### config.mk
export PLATFORM = sky130hd
export DESIGN_NAME = merge_ctrl_flat
export DESIGN_NICKNAME = d
export VERILOG_FILES = /design/src/rtl/merge_ctrl_if.sv /design/src/rtl/merge_ctrl.sv /design/src/flat_wrapper.sv
export SDC_FILE = /design/constraint.sdc
export NUM_CORES = 1
export LEC_CHECK = 0
export ABC_CLOCK_PERIOD_IN_PS = 5500
export CAP_MARGIN = 20
export CORE_UTILIZATION = 48
export DETAILED_ROUTE_END_ITERATION = 6
export HOLD_SLACK_MARGIN = 0.05
export MAX_ROUTING_LAYER = met4
export PLACE_DENSITY = 0.8
export SYNTH_ARGS = -nofsm -noshare
export SYNTH_HDL_FRONTEND = slang
export SYNTH_SLANG_ARGS = --single-unit
### constraint.sdc
create_clock -name clk -period 5.5 [get_ports clk]
set_input_delay 1.375 -clock clk [delete_from_list [all_inputs] [get_ports clk]]
set_output_delay 1.375 -clock clk [all_outputs]
set_load 0.03 [all_outputs]
### src/rtl/merge_ctrl_if.sv
// Port bundle for merge_ctrl: run control, the two FIFO read sides and the merged output stream.
interface merge_ctrl_if #(
    parameter int unsigned DATA_WIDTH = 32,
    parameter int unsigned CNT_W      = 16
);
    logic                  start;
    logic [CNT_W-1:0]      run_len;
    logic                  a_empty;
    logic [DATA_WIDTH-1:0] a_head;
    logic                  a_rd_en;
    logic                  b_empty;
    logic [DATA_WIDTH-1:0] b_head;
    logic                  b_rd_en;
    logic [DATA_WIDTH-1:0] out_data;
    logic                  out_valid;
    logic                  out_last;
    logic                  out_ready;
    logic                  busy;
    logic                  done;

    modport master (
        input  start, run_len, a_empty, a_head, b_empty, b_head, out_ready,
        output a_rd_en, b_rd_en, out_data, out_valid, out_last, busy, done
    );

    modport slave (
        output start, run_len, a_empty, a_head, b_empty, b_head, out_ready,
        input  a_rd_en, b_rd_en, out_data, out_valid, out_last, busy, done
    );
endinterface

### src/rtl/merge_ctrl.sv
// Merge-step sequencer: pops the smaller of two sorted FIFO heads (ties to A) into a
// registered output stream until both runs of run_len words are consumed.
module merge_ctrl #(
    parameter int unsigned DATA_WIDTH = 32,
    parameter int unsigned CNT_W      = 16
) (
    input  logic         clk,
    input  logic         reset,
    merge_ctrl_if.master bus
);

    typedef enum logic [2:0] {
        IDLE    = 3'd0,
        MERGE   = 3'd1,
        DRAIN_A = 3'd2,
        DRAIN_B = 3'd3,
        FLUSH   = 3'd4
    } state_t;

    state_t                state_q, state_d;
    logic [CNT_W-1:0]      cnt_a_q, cnt_a_d;
    logic [CNT_W-1:0]      cnt_b_q, cnt_b_d;
    logic [DATA_WIDTH-1:0] out_data_q, out_data_d;
    logic                  out_valid_q, out_valid_d;
    logic                  out_last_q, out_last_d;
    logic                  done_q, done_d;

    logic adv;
    logic pop_a;
    logic pop_b;
    logic a_final;
    logic b_final;

    always_comb begin
        state_d     = state_q;
        cnt_a_d     = cnt_a_q;
        cnt_b_d     = cnt_b_q;
        out_data_d  = out_data_q;
        out_valid_d = out_valid_q;
        out_last_d  = out_last_q;
        done_d      = 1'b0;
        pop_a       = 1'b0;
        pop_b       = 1'b0;
        adv         = !out_valid_q || bus.out_ready;
        a_final     = (cnt_a_q == CNT_W'(1));
        b_final     = (cnt_b_q == CNT_W'(1));

        case (state_q)
            IDLE: begin
                // done_q high means a run just finished; a start in that cycle is dropped
                if (bus.start && !done_q) begin
                    if (bus.run_len != '0) begin
                        cnt_a_d = bus.run_len;
                        cnt_b_d = bus.run_len;
                        state_d = MERGE;
                    end else begin
                        done_d = 1'b1;
                    end
                end
            end
            MERGE: begin
                if (adv && !bus.a_empty && !bus.b_empty) begin
                    if (bus.a_head <= bus.b_head) pop_a = 1'b1;
                    else                          pop_b = 1'b1;
                end
            end
            DRAIN_A: pop_a = adv && !bus.a_empty && (cnt_a_q != '0);
            DRAIN_B: pop_b = adv && !bus.b_empty && (cnt_b_q != '0);
            FLUSH: begin
                if (out_valid_q && bus.out_ready) begin
                    done_d  = 1'b1;
                    state_d = IDLE;
                end
            end
            default: state_d = IDLE;
        endcase

        if (pop_a) begin
            out_data_d  = bus.a_head;
            out_valid_d = 1'b1;
            out_last_d  = (state_q == DRAIN_A) && a_final;
            cnt_a_d     = cnt_a_q - CNT_W'(1);
            if (a_final) state_d = (state_q == MERGE) ? DRAIN_B : FLUSH;
        end else if (pop_b) begin
            out_data_d  = bus.b_head;
            out_valid_d = 1'b1;
            out_last_d  = (state_q == DRAIN_B) && b_final;
            cnt_b_d     = cnt_b_q - CNT_W'(1);
            if (b_final) state_d = (state_q == MERGE) ? DRAIN_A : FLUSH;
        end else if (adv) begin
            out_valid_d = 1'b0;
            out_last_d  = 1'b0;
        end
    end

    always_ff @(posedge clk) begin
        if (reset) begin
            state_q     <= IDLE;
            cnt_a_q     <= '0;
            cnt_b_q     <= '0;
            out_data_q  <= '0;
            out_valid_q <= 1'b0;
            out_last_q  <= 1'b0;
            done_q      <= 1'b0;
        end else begin
            state_q     <= state_d;
            cnt_a_q     <= cnt_a_d;
            cnt_b_q     <= cnt_b_d;
            out_data_q  <= out_data_d;
            out_valid_q <= out_valid_d;
            out_last_q  <= out_last_d;
            done_q      <= done_d;
        end
    end

    // Pops are suppressed while reset is held so an aborted merge never consumes a word
    assign bus.a_rd_en   = pop_a && !reset;
    assign bus.b_rd_en   = pop_b && !reset;
    assign bus.out_data  = out_data_q;
    assign bus.out_valid = out_valid_q;
    assign bus.out_last  = out_last_q;
    assign bus.busy      = (state_q != IDLE);
    assign bus.done      = done_q;

endmodule
### src/flat_wrapper.sv
// flat-port wrapper written by rule: the top's interface ports become plain ports
module merge_ctrl_flat 
#(
    parameter int unsigned DATA_WIDTH = 32,
    parameter int unsigned CNT_W      = 16
)
  (clk, reset, bus_start, bus_run_len, bus_a_empty, bus_a_head, bus_b_empty, bus_b_head, bus_out_ready, bus_a_rd_en, bus_b_rd_en, bus_out_data, bus_out_valid, bus_out_last, bus_busy, bus_done);
  merge_ctrl_if #(.DATA_WIDTH(DATA_WIDTH), .CNT_W(CNT_W)) bus_i ();
  input  logic clk;
  input  logic reset;
  input wire logic [$bits(bus_i.start)-1:0] bus_start;
  input wire logic [$bits(bus_i.run_len)-1:0] bus_run_len;
  input wire logic [$bits(bus_i.a_empty)-1:0] bus_a_empty;
  input wire logic [$bits(bus_i.a_head)-1:0] bus_a_head;
  input wire logic [$bits(bus_i.b_empty)-1:0] bus_b_empty;
  input wire logic [$bits(bus_i.b_head)-1:0] bus_b_head;
  input wire logic [$bits(bus_i.out_ready)-1:0] bus_out_ready;
  output wire logic [$bits(bus_i.a_rd_en)-1:0] bus_a_rd_en;
  output wire logic [$bits(bus_i.b_rd_en)-1:0] bus_b_rd_en;
  output wire logic [$bits(bus_i.out_data)-1:0] bus_out_data;
  output wire logic [$bits(bus_i.out_valid)-1:0] bus_out_valid;
  output wire logic [$bits(bus_i.out_last)-1:0] bus_out_last;
  output wire logic [$bits(bus_i.busy)-1:0] bus_busy;
  output wire logic [$bits(bus_i.done)-1:0] bus_done;
  assign bus_i.start = bus_start;
  assign bus_i.run_len = bus_run_len;
  assign bus_i.a_empty = bus_a_empty;
  assign bus_i.a_head = bus_a_head;
  assign bus_i.b_empty = bus_b_empty;
  assign bus_i.b_head = bus_b_head;
  assign bus_i.out_ready = bus_out_ready;
  assign bus_a_rd_en = bus_i.a_rd_en;
  assign bus_b_rd_en = bus_i.b_rd_en;
  assign bus_out_data = bus_i.out_data;
  assign bus_out_valid = bus_i.out_valid;
  assign bus_out_last = bus_i.out_last;
  assign bus_busy = bus_i.busy;
  assign bus_done = bus_i.done;
  merge_ctrl #(.DATA_WIDTH(DATA_WIDTH), .CNT_W(CNT_W)) u_core (.clk(clk), .reset(reset), .bus(bus_i));
endmodule
==> GITHUB_STEP_SUMMARY <==
## Synthesis and layout report

| Metric | Value |
|---|---|
| Biggest area cells | sky130_fd_sc_hd__dfxtp_1 (32%), sky130_fd_sc_hd__ha_1 (10%), sky130_fd_sc_hd__a222oi_1 (7.6%) |
| Power Density | 228 nW/um^2 |
| Distinct lib cells | 60 |
| Count of final hold-check violations | 0 |
| FP Rows | 34 |
| Die Width | 97.0 um |
| Port buffer count | 123 |
| EDFF count, synth | 0 |
| Cell family contributing the most delay on the critical path | simple AND/OR/NAND/NOR gates |
| Fraction of post-synthesis cell area in the top cell type by area | 0.324 |
| Root Buffer Master | sky130_fd_sc_hd__clkbuf_8 |
| Achievable frequency | 0.187 GHz |
| Sum of internal, switching and leakage power | 0.00133 W |
| Remaining antenna violation count | 0 |
| Fraction of power consumed by the clock network | 0.314 |
| Critical path origin | bus_b_head[27] |
| N_diodes | 0 |
| Top cell category | logic gates |
| Main power-consuming group | registers |
| XOR/XNOR share of the synthesized area | 0 |
| Net switching fraction of the power | 0.313 |
| Layout overhead on the synthesized area | 34.8% |
| Result of the run | finished, final reports clean |
| Post-synthesis sequential element count | 70 |
| Warnings from Yosys | 0 |
| Sequential Area | 1400 sq um |
| Ratio of cells with drive above 1 in the final layout | 0.0722 |
| Post-Route Hold Slack | 475 ps |
| Global route total overflow | 0 |
| Multi-input combinational area share | 0.448 |
| Top cells by count, synth | sky130_fd_sc_hd__dfxtp_1 (70), sky130_fd_sc_hd__nor2_1 (61), sky130_fd_sc_hd__inv_1 (43) |
| Number of global-route vias before repair | 4637 |
| Reg-to-reg critical path startpoint | u_core.state_q[0]$_SDFF_PP0_ |
| Post-route insts no fill | 759 |
| Yosys adder share | 0.104 |
| Pre-CTS worst setup slack | 67.1 ps |
| Simple-Gate Area Share | 0.223 |
| Max_slew headroom | 0.297 |
| Destination of the critical timing path | bus_b_rd_en |
| Clock Power | 0.000417 W |
| Max rail drop VDD | 121 uV |
| CTS tree | done |
| Post-Syn Instances | 530 |
| Pins over their slew limit | 0 |
| Clk cell area share | 0.0324 |
| P_leak | 2.34 nW |
| Maximum cell stage delay along the critical path | 570 ps |
| Multi-input comb cells | 385 |
| # clk buffers | 11 |
| Setup crit end kind | output pin |
| Combinational group share of total power | 0.264 |
| Antenna violations before repair | 0 |
| Pin count of the biggest net entering global routing | 59 |
| Yosys cell count | 530 |
| Combinational Power | 0.000352 W |
| Mapped Nets | 652 |
| Share of the yosys chip area belonging to registers | 0.324 |
| Min-delay worst type | register to register |
| Critical Path Source Type | primary input |
| CP max stage cell | sky130_fd_sc_hd__or4_4 |
| Non-clock buffers, area share | 0.229 |
| Shortest clock period the worst path allows after layout | 5350 ps |
| Post-synthesis mux area share | 0.0194 |
| Most common flop cell mapped by yosys | sky130_fd_sc_hd__dfxtp_1 |
| Total die size | 9400 sq um |
| Arrival time at the worst endpoint | 3980 ps |
| Iteration-0 DRC count of the detailed router | 463 |
| Number of buffers and inverters on the critical path | 4 |
| GP Congestion | 0.927 |
| Most used standard cell by instance count after synthesis | sky130_fd_sc_hd__dfxtp_1 |
Port wiring:
Drawn at 4 px/um.
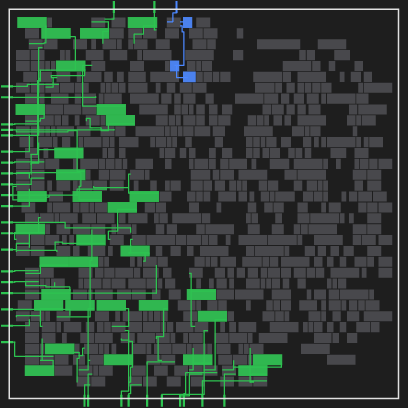
- blue: bus_out_ready (bits 1; direction input; end cells 3; buffers 1; wire 24.8 um)
- green: bus_out_data (bits 32; direction output; end cells 32; buffers 32; wire 1000 um)

The metal 1 layer:
Drawn at 6 px/um. Supply wires on this layer in grey. Cells faint in the background.
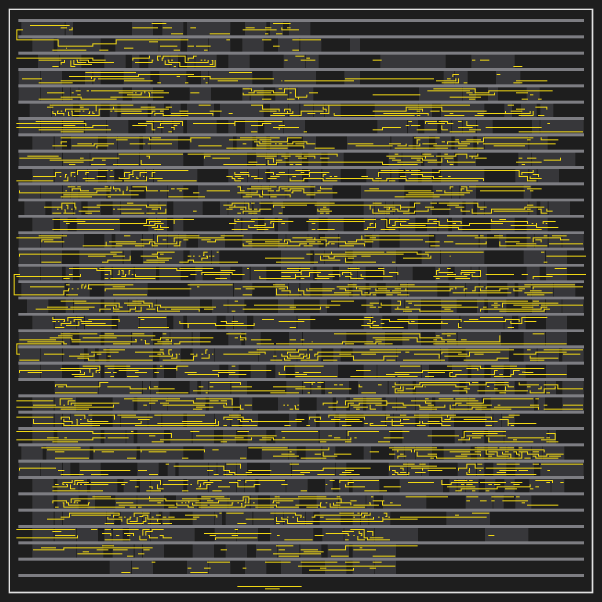
- main direction: horizontal
- longest straight run: 27.6 um
- wire length on this layer: 5500 um
- nets with wire on the layer: 687
via count: 4717
met1 global-route usage: 0.352
Total Wirelength: 13.0 mm

Placement view:
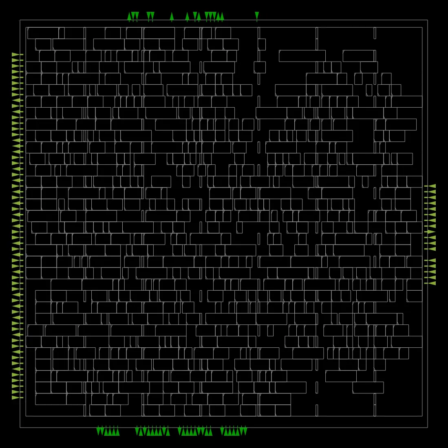
Core Area: 8720 sq um
number of sequential cells in the layout: 70
fill cell count: 721

No activity file was given, so power comes from the tool's default toggle rates.
